run_1/registers.png
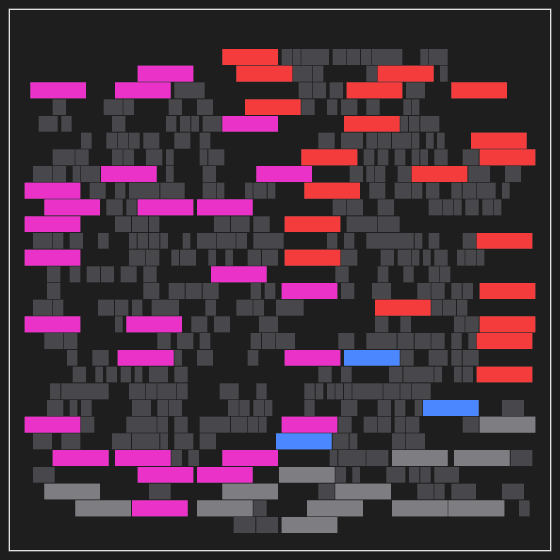
run_1/cell_classes.png
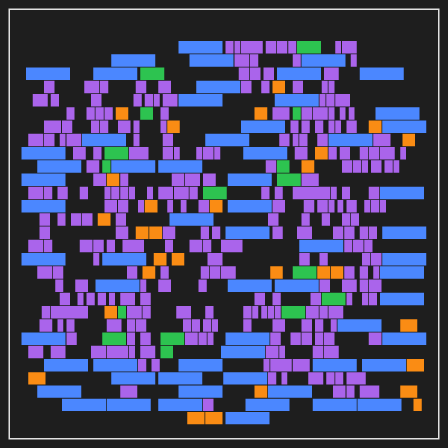
run_1/density.png
The die is cut into 9 by 9 equal tiles; black is low, pale yellow is high, 0 to 100% covered.
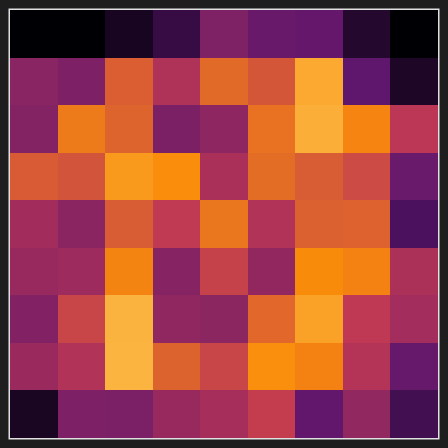
run_1/final_congestion.png
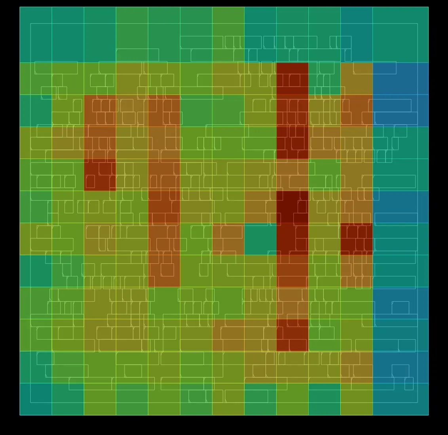
===== src/rtl/speed_ctrl_pkg.sv =====
// Shared encodings for the speed controller: FSM states, speed codes, step helper.
// Latency: n/a (types and a pure function only).
// Backpressure: n/a.
package speed_ctrl_pkg;

    typedef enum logic [2:0] {
        ST_IDLE      = 3'd0,
        ST_DEBOUNCE  = 3'd1,
        ST_WAIT_EDGE = 3'd2,
        ST_APPLY     = 3'd3,
        ST_RELEASE   = 3'd4
    } state_t;

    localparam logic [1:0] SPD_NORMAL = 2'd0;
    localparam logic [1:0] SPD_FAST0  = 2'd1;
    localparam logic [1:0] SPD_FAST1  = 2'd2;

    // One saturating step up or down; never produces the unused code 3.
    function automatic logic [1:0] next_speed(input logic [1:0] cur, input logic up);
        if (up) begin
            return (cur == SPD_NORMAL) ? SPD_FAST0 : SPD_FAST1;
        end else begin
            return (cur == SPD_FAST1) ? SPD_FAST0 : SPD_NORMAL;
        end
    endfunction

endpackage


===== src/rtl/sync2.sv =====
// Two-flop synchronizer for a single asynchronous level into the i_clk domain.
// Latency: 2 i_clk cycles.
// Backpressure: none; samples every cycle.
module sync2 (
    input  logic i_clk,
    input  logic i_rst_n,
    input  logic i_d,
    output logic o_q
);

    logic r_meta;
    logic r_sync;

    // Shift the raw level through two flops to settle metastability.
    always_ff @(posedge i_clk or negedge i_rst_n) begin
        if (!i_rst_n) begin
            r_meta <= 1'b0;
            r_sync <= 1'b0;
        end else begin
            r_meta <= i_d;
            r_sync <= r_meta;
        end
    end

    assign o_q = r_sync;

endmodule


===== src/rtl/speed_ctrl.sv =====
// Debounced up/down speed selector; changes are applied on a divider falling edge.
// Latency: 2 sync + DEBOUNCE_CYC debounce + wait for div_clk fall (bounded by WAIT_MAX).
// Backpressure: buttons are ignored while a change is pending; held buttons never repeat.
// Optional feature macro: SPEED_CTRL_AUTO_RETURN_EN (auto-return to normal speed when idle).
module speed_ctrl
    import speed_ctrl_pkg::*;
#(
    parameter logic [19:0] DEBOUNCE_CYC = 20'd500_000,
    parameter logic [25:0] WAIT_MAX     = 26'd200_000,
    parameter logic [15:0] RETURN_EDGES = 16'd2000
) (
    input  logic       clkin,
    input  logic       rst_N,
    input  logic       btn_up,
    input  logic       btn_dn,
    input  logic       div_clk,
    output logic [1:0] fast,
    output logic       chg_pend
);

    logic        w_up;
    logic        w_dn;
    logic        w_div;
    logic        w_div_fall;
    logic        w_btn_lat;
    logic [1:0]  w_tgt_calc;

    state_t      r_state;
    logic        r_dir;
    logic [19:0] r_cnt;
    logic [25:0] r_wait;
    logic [1:0]  r_target;
    logic [1:0]  r_fast;
    logic        r_chg_pend;
    logic        r_div_prev;

    state_t      w_nxt_state;
    logic        w_nxt_dir;
    logic [19:0] w_nxt_cnt;
    logic [25:0] w_nxt_wait;
    logic [1:0]  w_nxt_target;
    logic [1:0]  w_nxt_fast;
    logic        w_nxt_chg;

`ifdef SPEED_CTRL_AUTO_RETURN_EN
    logic [15:0] r_ret_cnt;
    logic [15:0] w_nxt_ret;
`else
    logic        w_unused_ret_edges;
    assign w_unused_ret_edges = ^RETURN_EDGES;
`endif

    sync2 u_sync_up  (.i_clk(clkin), .i_rst_n(rst_N), .i_d(btn_up),  .o_q(w_up));
    sync2 u_sync_dn  (.i_clk(clkin), .i_rst_n(rst_N), .i_d(btn_dn),  .o_q(w_dn));
    sync2 u_sync_div (.i_clk(clkin), .i_rst_n(rst_N), .i_d(div_clk), .o_q(w_div));

    assign w_div_fall = r_div_prev & ~w_div;
    assign w_btn_lat  = r_dir ? w_up : w_dn;
    assign w_tgt_calc = next_speed(r_fast, r_dir);

    // State and datapath registers; reset discards any pending change.
    always_ff @(posedge clkin or negedge rst_N) begin
        if (!rst_N) begin
            r_state    <= ST_IDLE;
            r_dir      <= 1'b0;
            r_cnt      <= '0;
            r_wait     <= '0;
            r_target   <= SPD_NORMAL;
            r_fast     <= SPD_NORMAL;
            r_chg_pend <= 1'b0;
            r_div_prev <= 1'b0;
`ifdef SPEED_CTRL_AUTO_RETURN_EN
            r_ret_cnt  <= '0;
`endif
        end else begin
            r_state    <= w_nxt_state;
            r_dir      <= w_nxt_dir;
            r_cnt      <= w_nxt_cnt;
            r_wait     <= w_nxt_wait;
            r_target   <= w_nxt_target;
            r_fast     <= w_nxt_fast;
            r_chg_pend <= w_nxt_chg;
            r_div_prev <= w_div;
`ifdef SPEED_CTRL_AUTO_RETURN_EN
            r_ret_cnt  <= w_nxt_ret;
`endif
        end
    end

    // Next-state and next-datapath decode; fast is only updated in APPLY.
    always_comb begin
        w_nxt_state  = r_state;
        w_nxt_dir    = r_dir;
        w_nxt_cnt    = r_cnt;
        w_nxt_wait   = r_wait;
        w_nxt_target = r_target;
        w_nxt_fast   = r_fast;
        w_nxt_chg    = r_chg_pend;
`ifdef SPEED_CTRL_AUTO_RETURN_EN
        w_nxt_ret    = '0;
`endif
        case (r_state)
            ST_IDLE: begin
                w_nxt_cnt  = '0;
                w_nxt_wait = '0;
                // A single button wins over auto-return; both pressed is ambiguous.
                if (w_up ^ w_dn) begin
                    w_nxt_dir   = w_up;
                    w_nxt_state = ST_DEBOUNCE;
                end
`ifdef SPEED_CTRL_AUTO_RETURN_EN
                else if (r_fast != SPD_NORMAL) begin
                    if (w_div_fall) begin
                        if (r_ret_cnt == RETURN_EDGES - 16'd1) begin
                            // Edge just seen, so skip WAIT_EDGE and apply directly.
                            w_nxt_target = SPD_NORMAL;
                            w_nxt_chg    = 1'b1;
                            w_nxt_state  = ST_APPLY;
                        end else begin
                            w_nxt_ret = r_ret_cnt + 16'd1;
                        end
                    end else begin
                        w_nxt_ret = r_ret_cnt;
                    end
                end
`endif
            end
            ST_DEBOUNCE: begin
                if (w_btn_lat) begin
                    if (r_cnt == DEBOUNCE_CYC - 20'd1) begin
                        w_nxt_cnt = '0;
                        if (w_tgt_calc == r_fast) begin
                            w_nxt_state = ST_RELEASE;
                        end else begin
                            w_nxt_target = w_tgt_calc;
                            w_nxt_chg    = 1'b1;
                            w_nxt_wait   = '0;
                            w_nxt_state  = ST_WAIT_EDGE;
                        end
                    end else begin
                        w_nxt_cnt = r_cnt + 20'd1;
                    end
                end else begin
                    w_nxt_cnt   = '0;
                    w_nxt_state = ST_IDLE;
                end
            end
            ST_WAIT_EDGE: begin
                if (w_div_fall || (r_wait == WAIT_MAX - 26'd1)) begin
                    w_nxt_wait  = '0;
                    w_nxt_state = ST_APPLY;
                end else begin
                    w_nxt_wait = r_wait + 26'd1;
                end
            end
            ST_APPLY: begin
                w_nxt_fast  = r_target;
                w_nxt_chg   = 1'b0;
                w_nxt_state = ST_RELEASE;
            end
            ST_RELEASE: begin
                if (!w_up && !w_dn) begin
                    w_nxt_state = ST_IDLE;
                end
            end
            default: begin
                w_nxt_state = ST_IDLE;
            end
        endcase
    end

    assign fast     = r_fast;
    assign chg_pend = r_chg_pend;

endmodule

===== config.mk =====
export PLATFORM = sky130hd
export DESIGN_NAME = speed_ctrl
export DESIGN_NICKNAME = d
export VERILOG_FILES = /design/src/rtl/speed_ctrl_pkg.sv /design/src/rtl/sync2.sv /design/src/rtl/speed_ctrl.sv
export SDC_FILE = /design/constraint.sdc
export NUM_CORES = 1
export LEC_CHECK = 0
export CORE_MARGIN = 2
export CORE_UTILIZATION = 47
export CTS_CLUSTER_DIAMETER = 30
export CTS_CLUSTER_SIZE = 24
export DETAILED_ROUTE_END_ITERATION = 16
export SYNTH_ARGS = -nofsm -noshare
export SYNTH_HDL_FRONTEND = slang
export SYNTH_SLANG_ARGS = --single-unit

===== constraint.sdc =====
create_clock -name clkin -period 2.5 [get_ports clkin]
set_input_delay 0.5 -clock clkin [delete_from_list [all_inputs] [get_ports clkin]]
set_output_delay 0.5 -clock clkin [all_outputs]
set_load 0.02 [all_outputs]

==> flow_summary.yaml, run 1 <==
# yosys + openroad results
logic_synthesis:
  postSynthCellCount: 353
  ys_cells: 353
  synth.distinct_cells: 54
  avgSynthCellArea_um2: 9.37
  synth-warning-count: 0
  top_area_share_pct: 46.9
  ff_type: "dfrtp_1"
  syn_area_um2: 3310
  edf_count: 0
power_and_ir_drop:
  comb_power_share_pct: 23.8
  clk-power_uw: 778
  fin_total_pwr_uw: 2480
  p_switching_uw: 845
  p_int_uw: 1630
  power_leader: "sequential cells"
  seqPwrFrac_pct: 44.8
  p_per_area_nw_per_um2: 661
  clockPowerShare_pct: 31.4
layout:
  antenna_cells: 0
  drive_above_1_share_pct: 14.2
  n_fill_cell: 610
  final_cells: 475
  reg_top3: "r_wait: 26 flops, r_cnt: 20 flops, r_state: 3 flops"
  combGateArea_um2: 1640
  largest-register: "r_wait"
  finalNetCount: 382
  syn2layout_area_growth_pct: 13.4
min_path:
  hold_path_class: "in2async"
critical_path:
  crit_fanout: 14
  cp-endpoint: "r_wait[19]"
  r2r_cells: 6
  rrSetupSlack_ps: 160
  r2r_end: "r_wait[19]"
  critPathSlowestCell: "nor4_4"
  cp_slowest_stage_delay_ps: 420
  cp-start-kind: "register"
global_route:
  track_usage_pct: 21.5
  grt.busiest_layer: "met2"
  antenna_found_initial: 0
  grt_util_met2_pct: 33.9
  grt_pass1_wl_mm: 12.9
timing:
  hold_viol: 0
  drv_slew: 0
  finalSetupTns_ps: 0
  skew_ps: 12.4
  whs_ps: 112
  fmax_mhz: 428
  finalCritPeriodShare_pct: 93.5
  worst_slew_pin_slew_ps: 619
clock_network:
  cts_setup_buffers: 0
  cts_num_sinks: 62
  cts_buffers: 9
  cts_hold_buffers: 0
  ctsHtreeMaxLevel: 3
  post_cts_resized: 0
  root_buffer: "clkbuf_8"
placement:
  placed_area_um2: 3570
  dp_hpwl_mm: 5.14
  dpl.cell_count: 459
run:
  cap_violations: 0
  warnings: 26
route:
  num_vias: 2759
  drtPass1Iterations: 4
  wl_mm: 7.36
  wl_met3_um: 248
  route.met2.wl_mm: 3.48
  via_per_inst: 5.81
status:
  run_status: "completed"
-- registers.png (at the start) --
Blue shows `r_state`, placed flops 3. Magenta shows `r_wait`, placed flops 26. Red shows `r_cnt`, placed flops 20.
Another 13 sequential cells are not coloured.
register area: 1550 µm²
Seq area share: 41.4%
P_seq: 1110 µW
fin util: 55.2%

-- cell_classes.png (at the start) --
Orange shows other buffers and delay cells, cells 29, share of their area 6.3%. Blue shows flip-flops, cells 62, share of their area 43%. Green shows clock drivers and dummy loads, cells 16, share of their area 4.8%. Purple shows all other logic, cells 272, share of their area 46%.
Row Count: 30
design area: 3750 µm²

-- density.png (at the start) --
The mean over all tiles is 47%. The emptiest ninth of the die: north-west. The fullest tile reaches 84%. 9.9% of the tiles are over 75% full.
FP Util: 48.7%
core area: 6790 µm²

-- final_congestion.png (at the start) --
grt met1 use: 29.5%
Avg WL per Cell: 15.5 µm

run 1: kinds of logic (layout without fill, tap and decap cells):
logic type | count (synthesis) | in the layout | share of synthesized area, %
AND-OR/OR-AND | 91 | 91 | 18.0
XOR/XNOR | 5 | 5 | 1.32
adder cells (fa/ha/maj) | 3 | 3 | 1.13
buffers and inverters | 27 | 53 | 3.56
flip-flops | 62 | 62 | 46.9
multiplexers | 5 | 5 | 1.59
AND/OR/NAND/NOR | 160 | 160 | 27.5
run 1: placed cells by master (no fill, tap or decap), types with 2 or more instances in the layout:
cell type and count:
nor4_1 5, clkdlybuf4s50_1 6, nand2_1 23, xnor2_1 2, clkbuf_8 10, and2_1 2
clkinv_2 3, nand3b_1 2, or2_2 5, xor2_1 3, and3_1 12, a2bb2oi_1 3
buf_4 22, a211oi_1 3, nor2b_1 2, o21a_1 2, a22o_1 3, nand2b_1 8
nor2_1 22, dfrtp_1 62, inv_1 8, nor3_1 22, ha_1 3, or4_1 6
mux2_2 2, a31oi_1 11, a211o_1 11, and4_1 2, nand4_1 15, o21ai_0 22
and3_2 2, or3_1 2, o31ai_1 3, a21oi_1 18, clkinvlp_4 3, a21o_1 3
a22oi_1 2, mux2i_1 3, nand3_1 22
run 1: cell type report:
| cell class | instances | area share, % |
|---|---|---|
| multi-input combinational | 264 | 43.8 |
| timing repair buffer | 29 | 6.14 |
| sequential | 62 | 41.4 |
| clock inverter | 6 | 1.00 |
| clock buffer | 10 | 3.67 |
| inverter | 8 | 0.801 |
| tap | 96 | 3.20 |
run 1: worst max-delay path: cells and delay by family, from the launching register on:
family	cells	cell delay, ps
adder cells (fa/ha/maj)	1	210
flip-flops	1	380
AND-OR/OR-AND	1	370
AND/OR/NAND/NOR	4	1240
run_1/drive_strength.png
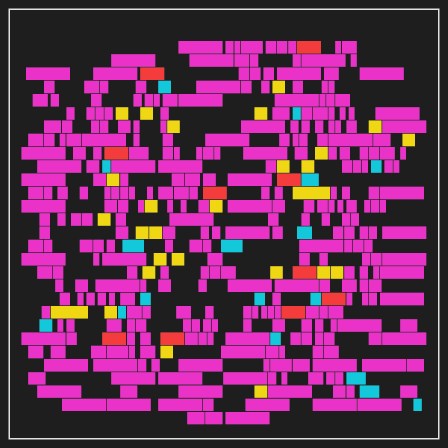

==> run 1 -> run 2 <==
--- a/config.mk
+++ b/config.mk
@@ -10,6 +10,8 @@
 export CTS_CLUSTER_DIAMETER = 30
 export CTS_CLUSTER_SIZE = 24
 export DETAILED_ROUTE_END_ITERATION = 16
+export GPL_TIMING_DRIVEN = 0
 export SYNTH_ARGS = -nofsm -noshare
 export SYNTH_HDL_FRONTEND = slang
+export SYNTH_HIERARCHICAL = 1
 export SYNTH_SLANG_ARGS = --single-unit
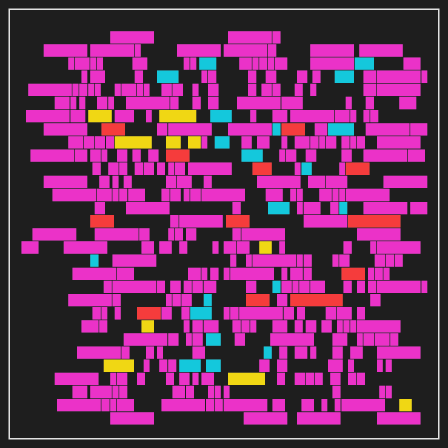
run_2/drive_strength.png
Red shows drive 6 and up, cells 12, share 3.1%, most used clkbuf_8. Magenta shows drive 1 or less, cells 341, share 89%, most used dfrtp_1. Yellow shows drive 3 to 4, cells 10, share 2.6%. Cyan shows drive 2, cells 20, share 5.2%, most used buf_2.
area added between synthesis and finish: 11.9%
design area: 3770 µm²
worst setup margin: 252 ps
Signal buffers: 21

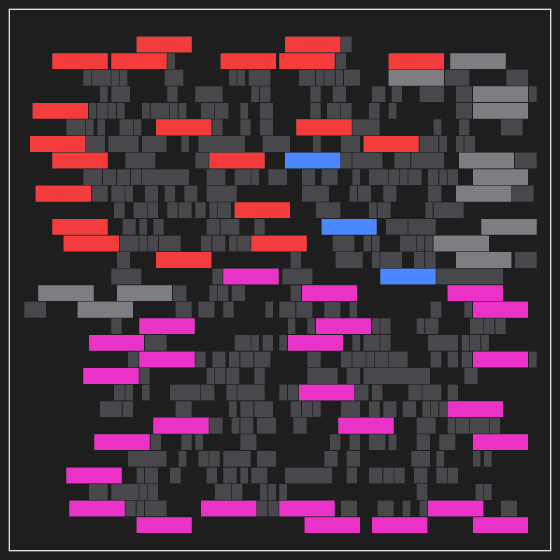
run_2/registers.png
Blue shows `r_state`, placed flops 3. Red shows `r_cnt`, placed flops 20. Magenta shows `r_wait`, placed flops 26.
Another 13 sequential cells are not coloured.
fin util: 54.8%
Seq area share: 41.2%
P_seq: 1090 µW

==> run 2 against run 1 <==
  * Register-to-register slack better by 90 ps
  * Sequential share of layout area down 0.19 points
  * Routed wire length down 5.5%
  * Die size up 1.7%
  * Non-clock buffer count down 8
  * Flip-flop count unchanged
==> flow_summary.yaml, run 2 <==
# yosys + openroad results
status:
  run_status: "completed"
critical_path:
  crit_fanout: 10
  critPathArrivalTime_ps: 2460
  cp-start-kind: "register"
  crit_required_ps: 2710
  worstSetupPathType: "reg2reg"
global_route:
  grt_pass1_wl_mm: 12.0
  antenna_found_initial: 0
  track_usage_pct: 20.0
  grt_overflow: 0
timing:
  whs_ps: 237
  hold_viol: 0
  slew-limit-headroom_pct: 48.2
  finalCritPeriodShare_pct: 89.9
  finalSetupTns_ps: 0
  skew_ps: 9.52
  worst_slew_pin_slew_ps: 776
  fmax_mhz: 445
  setup_viol: 0
  drv_slew: 0
logic_synthesis:
  synth_top_cell_by_area: "dfrtp_1"
  ys_cells: 360
  synth.distinct_cells: 56
  synth-warning-count: 6
  top_area_share_pct: 46.1
  async_flop_share_pct: 100
  ff_type: "dfrtp_1"
  syn_nets: 368
  syn_area_um2: 3370
  synth_flops: 62
  postSynthCellCount: 360
  yosysChipArea_um2: 3370
  avgSynthCellArea_um2: 9.35
  yosysMostFrequentCell: "dfrtp_1"
  edf_count: 0
  synth_seq_share_pct: 46.1
placement:
  dp_hpwl_mm: 4.76
  gp_routability_congestion: 0.783
  placed_area_um2: 3550
  dpl.cell_count: 463
clock_network:
  cts_buffers: 9
  ctsHtreeMaxLevel: 3
  cts_num_sinks: 62
  root_buffer: "clkbuf_8"
  clk_path_buf_depth: 2
  clk_transition_reported_paths_ps: 70
  post_cts_resized: 0
  cts_hold_buffers: 0
  cts_setup_buffers: 0
layout:
  finalNetCount: 386
  n_fill_cell: 644
  largest-register: "r_wait"
  final_cell_mix: "62 x dfrtp_1, 44 x nand2_1, 33 x nand3_1, 22 x o21ai_0, 19 x nor2_1"
  final_cells: 479
  lay_top_count: "dfrtp_1"
  drive_above_1_share_pct: 11.0
  reg_top3: "r_wait: 26 flops, r_cnt: 20 flops, r_state: 3 flops"
  antenna_cells: 0
route:
  num_vias: 2679
  via_per_inst: 5.59
  wl_per_cell_um: 14.5
  drtPass1Iterations: 6
  wl_mm: 6.96
  ant_nets: 0
power_and_ir_drop:
  p_per_area_nw_per_um2: 708
  fin_total_pwr_uw: 2670
run:
  warnings: 26
  cap_violations: 0
die:
  ios: 8
  die_width_um: 88.6
  rows: 30
  die_area_um2: 7850
min_path:
  hold_path_class: "in2async"
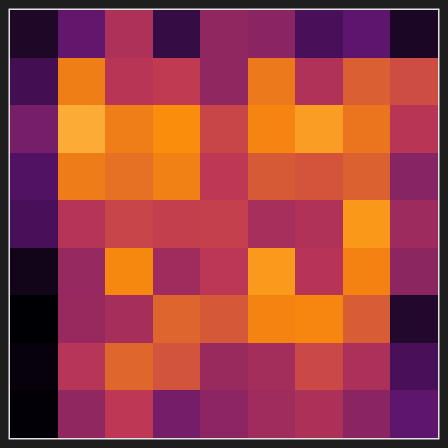
run_2/density.png
The die is cut into 9 by 9 equal tiles; black is low, pale yellow is high, 0 to 100% covered.
3.7% of the tiles are nearly empty. The mean over all tiles is 46%. The fullest tile reaches 82%. 6.2% of the tiles are over 75% full. The emptiest ninth of the die: south-west.
FP Util: 49.0%
core area: 6870 µm²

-- run 2: final cells by class --
| type | instances | area (µm²) | area share (%) |
|---|---|---|---|
| Buffer | 14 | 72.6 | 1.93 |
| Tap cell | 96 | 120 | 3.19 |
| Clock inverter | 6 | 86.3 | 2.29 |
| Clock buffer | 10 | 128 | 3.39 |
| Multi-Input combinational cell | 268 | 1680 | 44.6 |
| Inverter | 16 | 60.1 | 1.59 |
| Timing Repair Buffer | 7 | 67.6 | 1.79 |
| Sequential cell | 62 | 1550 | 41.2 |
-- run 2: layer usage --
metal  share of wire, %  track usage, %
met1                 53            29.7
met2                 43            27.6
met3                3.2            5.50
met4               0.80            7.44
met5                  0               0
-- run 2: kinds of logic after synthesis --
family	Yosys count	share of synthesized area, %
compound gates	78	14.9
simple gates	172	29.6
mux	8	2.45
buf+inv	30	3.94
xor+xnor	7	1.82
fa+ha+maj	3	1.12
flops	62	46.1
-- run 2: report_power, final --
group / switching, µW / internal (µW)
clock network: 401 / 560
registers: 41.1 / 1050
logic: 408 / 211
-- run 2: path summary, 6_finish.rpt --
path,startpoint,to,slack (ps),cells after the start
setup / recovery,r_cnt[0],r_cnt[9],250,7
hold / removal,rst_N,r_state[2],240,1
setup reg to reg,r_cnt[0],r_cnt[9],250,7
hold reg to reg,u_sync_div/r_meta,u_sync_div/o_q,350,0
max in group asynchronous,rst_N,r_cnt[5],1750,1
min in group clkin,u_sync_div/r_meta,u_sync_div/o_q,350,0
-- run 2: critical path, stage by stage (launching register included) --
cell and delay [ps]:
dfrtp_1 410, ha_1 220, nand3_1 200, nor4_2 470, a21oi_2 160, buf_4 210
nor2_1 340, nor2_1 100
run_2/cell_classes.png
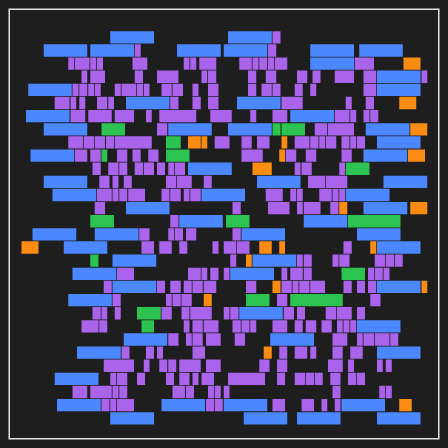

==> run 2 -> run 3 <==
--- a/config.mk
+++ b/config.mk
@@ -10,7 +10,8 @@
 export CTS_CLUSTER_DIAMETER = 30
 export CTS_CLUSTER_SIZE = 24
 export DETAILED_ROUTE_END_ITERATION = 16
-export GPL_TIMING_DRIVEN = 0
+export GPL_TIMING_DRIVEN = 1
+export HOLD_SLACK_MARGIN = 0.1
 export SYNTH_ARGS = -nofsm -noshare
 export SYNTH_HDL_FRONTEND = slang
 export SYNTH_HIERARCHICAL = 1
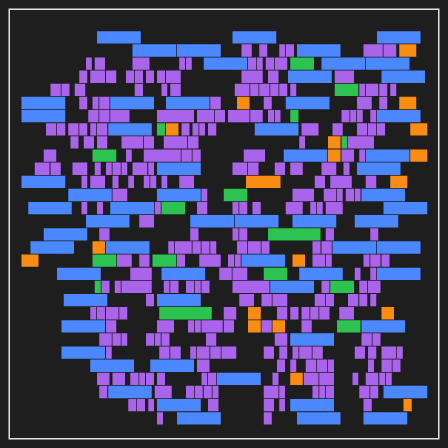
run_3/cell_classes.png
Orange shows other buffers and delay cells, cells 19, share of their area 4.6%. Green shows clock drivers and dummy loads, cells 16, share of their area 5.9%. Purple shows all other logic, cells 284, share of their area 47%. Blue shows flip-flops, cells 62, share of their area 42%.
Seq area share: 40.9%
fin util: 55.3%

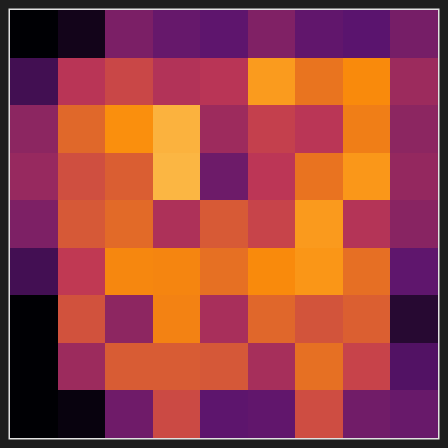
run_3/density.png
The die is cut into 9 by 9 equal tiles; black is low, pale yellow is high, 0 to 100% covered.
4.9% of the tiles are nearly empty. The fullest tile reaches 84%. The mean over all tiles is 47%. 8.6% of the tiles are over 75% full. The emptiest ninth of the die: south-west.

==> run 3 against run 2 <==
  * Combinational power rose by 0.8%
  * Critical path type unchanged
  * Die size stayed put
  * Setup slack better by 64 ps
  * Power up 0.45%
  * Largest power group unchanged
  * First-iteration DRC count decreased by 55%
  * Design area up 0.76%
  * Non-clock buffer count is 2 lower
  * Maximum frequency increased by 2.9%
==> flow_summary.yaml, run 3 <==
# yosys + openroad results
status:
  run_status: "completed"
power_and_ir_drop:
  vdd_drop_max_uv: 361
  leakage_uw: 0.00160
  p_per_area_nw_per_um2: 706
logic_synthesis:
  top_cells_by_count: "62 x dfrtp_1, 44 x nand2_1, 33 x nand3_1, 22 x o21ai_0, 19 x nor2_1"
  avgSynthCellArea_um2: 9.35
  synth-warning-count: 6
  top_area_share_pct: 46.1
  top_cells_by_area: "dfrtp_1 46%, nand2_1 4.9%, nand3_1 4.9%"
  yosysMostFrequentCell: "dfrtp_1"
  synth_seq_share_pct: 46.1
  synth.distinct_cells: 56
  async_flop_share_pct: 100
  ff_type: "dfrtp_1"
  syn_area_um2: 3370
  postSynthCellCount: 360
  syn_nets: 368
  edf_count: 0
  yosysChipArea_um2: 3370
  ys_cells: 360
  synth_top_cell_by_area: "dfrtp_1"
  synth_flops: 62
critical_path:
  crit_path_end_kind: "register"
  crit_fanout: 18
  critPathSlowestCell: "or4b_4"
  cp-endpoint: "r_wait[21]"
  rrSetupSlack_ps: 320
  crit_required_ps: 2730
  cp_slowest_stage_delay_ps: 540
  startpoint: "r_cnt[7]"
  worstPathCellList: "or4b_4, nor4_4, a31oi_2, buf_4, a21o_1"
  worstSetupPathDepth: 5
  r2r_start: "r_cnt[7]"
  critPathBufInv: 1
  worstSetupPathType: "reg2reg"
  cp-start-kind: "register"
  r2r_cells: 5
  r2r_end: "r_wait[21]"
  critPathArrivalTime_ps: 2420
  critPathTopFamily: "simple AND/OR/NAND/NOR gates"
clock_network:
  clock_latency_ps: 340
  root_buffer: "clkbuf_8"
  cts_hold_buffers: 0
  clk_path_buf_depth: 2
  ctsHtreeMaxLevel: 3
  post_cts_resized: 0
  cts_setup_buffers: 0
  cts_tree: "built"
  cts_buffers: 9
  cts_num_sinks: 62
  clk_transition_reported_paths_ps: 70
timing:
  fmax_mhz: 458
  worst_slew_pin_slew_ps: 872
  min_period_ps: 2180
  hold_viol: 0
  slew-limit-headroom_pct: 41.7
  finalSetupTns_ps: 0
  rsz0062_at_grt: "no"
  setup_viol: 0
  finalCritPeriodShare_pct: 87.4
  drv_slew: 0
  skew_ps: 6.26
global_route:
  grt.busiest_layer: "met2"
  antenna_found_initial: 0
  grt_max_degree: 25
  use_met3_pct: 4.48
  grtUsageMet1_pct: 27.6
  grt_util_met2_pct: 29.6
  grt_pass1_wl_mm: 11.8
  track_usage_pct: 19.5
  grt_pass1_vias: 2468
  grt_overflow: 0
route:
  drcViolationCount: 0
  num_vias: 2709
  top_layer: "met4"
  drtPass1Iterations: 4
  via_per_inst: 5.68
  first_iter_violations: 89
  met1_length_mm: 3.39
  route.met2.wl_mm: 3.23
  wl_mm: 6.99
  wl_met3_um: 281
  wl_per_cell_um: 14.7
  ant_nets: 0
layout:
  drive_above_1_share_pct: 12.1
  lay_top_count: "dfrtp_1"
  syn2layout_area_growth_pct: 12.8
  final_cell_mix: "62 x dfrtp_1, 44 x nand2_1, 33 x nand3_1, 22 x o21ai_0, 19 x nor2_1"
  final_cells: 477
  largest-register: "r_wait"
  reg_top3: "r_wait: 26 flops, r_cnt: 20 flops, r_state: 3 flops"
  antenna_cells: 0
  largest_reg_flops: 26
  finalNetCount: 384
placement:
  dp_hpwl_mm: 4.83
  gp_routability_congestion: 0.785
  dpl.cell_count: 461
  portBuffers: 7
die:
  die_area_um2: 7850
  fp-utilization_pct: 49.0
  fp.coreArea_um2: 6870
  die_h_um: 88.6
  die_width_um: 88.6
  rows: 30
  ios: 8
run:
  warnings: 26
  cap_violations: 0
min_path:
  hold_path_class: "in2async"
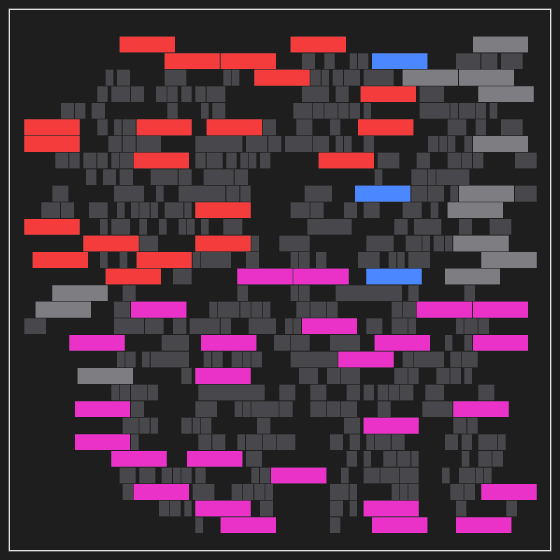
run_3/registers.png
Red shows `r_cnt`, placed flops 20. Magenta shows `r_wait`, placed flops 26. Blue shows `r_state`, placed flops 3.
Another 13 sequential cells are not coloured.

run 3: report_power, final:
| group | leakage (µW) | total (µW) | switching [µW] | internal, µW |
|---|---|---|---|---|
| logic | 0.000650 | 624 | 388 | 237 |
| registers | 0.000845 | 1090 | 43.7 | 1050 |
| clock network | 0.000110 | 964 | 378 | 586 |
run 3: area by class of cell:
type,instances,area [µm²]
Clock buffer,12,145
Clock inverter,4,70.1
Fill cell,621,3070
Inverter,16,60.1
Multi-Input combinational cell,268,1680
Sequential cell,62,1550
Tap cell,96,120
Timing Repair Buffer,19,168
run 3: worst register-to-register path, delay by kind of cell (launching register included):
kind            cells  cell delay [ps]
flops               1              430
buf+inv             1              300
compound gates      2              580
simple gates        2              780
run 3: logic make-up after synthesis:
group           share of synthesized area, %
buf+inv                                 3.94
fa+ha+maj                               1.12
simple gates                            29.6
flops                                   46.1
compound gates                          14.9
mux                                     2.45
xor+xnor                                1.82
run 3: how the worst min path moves through the flow:
stage / from / endpoint / slack [ps] / depth (start not counted)
finish: rst_N / r_wait[22] / 140 / 1
global route: rst_N / r_wait[21] / 180 / 1
CTS: rst_N / r_wait[22] / 150 / 1
detailed placement: u_sync_up/r_meta / u_sync_up/o_q / 340 / 0
global placement: u_sync_div/r_meta / u_sync_div/o_q / 340 / 0
floorplan: rst_N / chg_pend / 200 / 0
run 3: metrics by stage:
stage	setup slack [ps]	total power [µW]	hold WS, ps	cell area, µm²
after floorplan	609	1560	204	3370
after global routing	166	2840	184	3800
after CTS	306	2710	152	3800
after global placement	368	1730	337	3580
after detailed placement	308	1730	336	3580
final	315	2680	143	3800
Power and IR drop assume default switching activity.
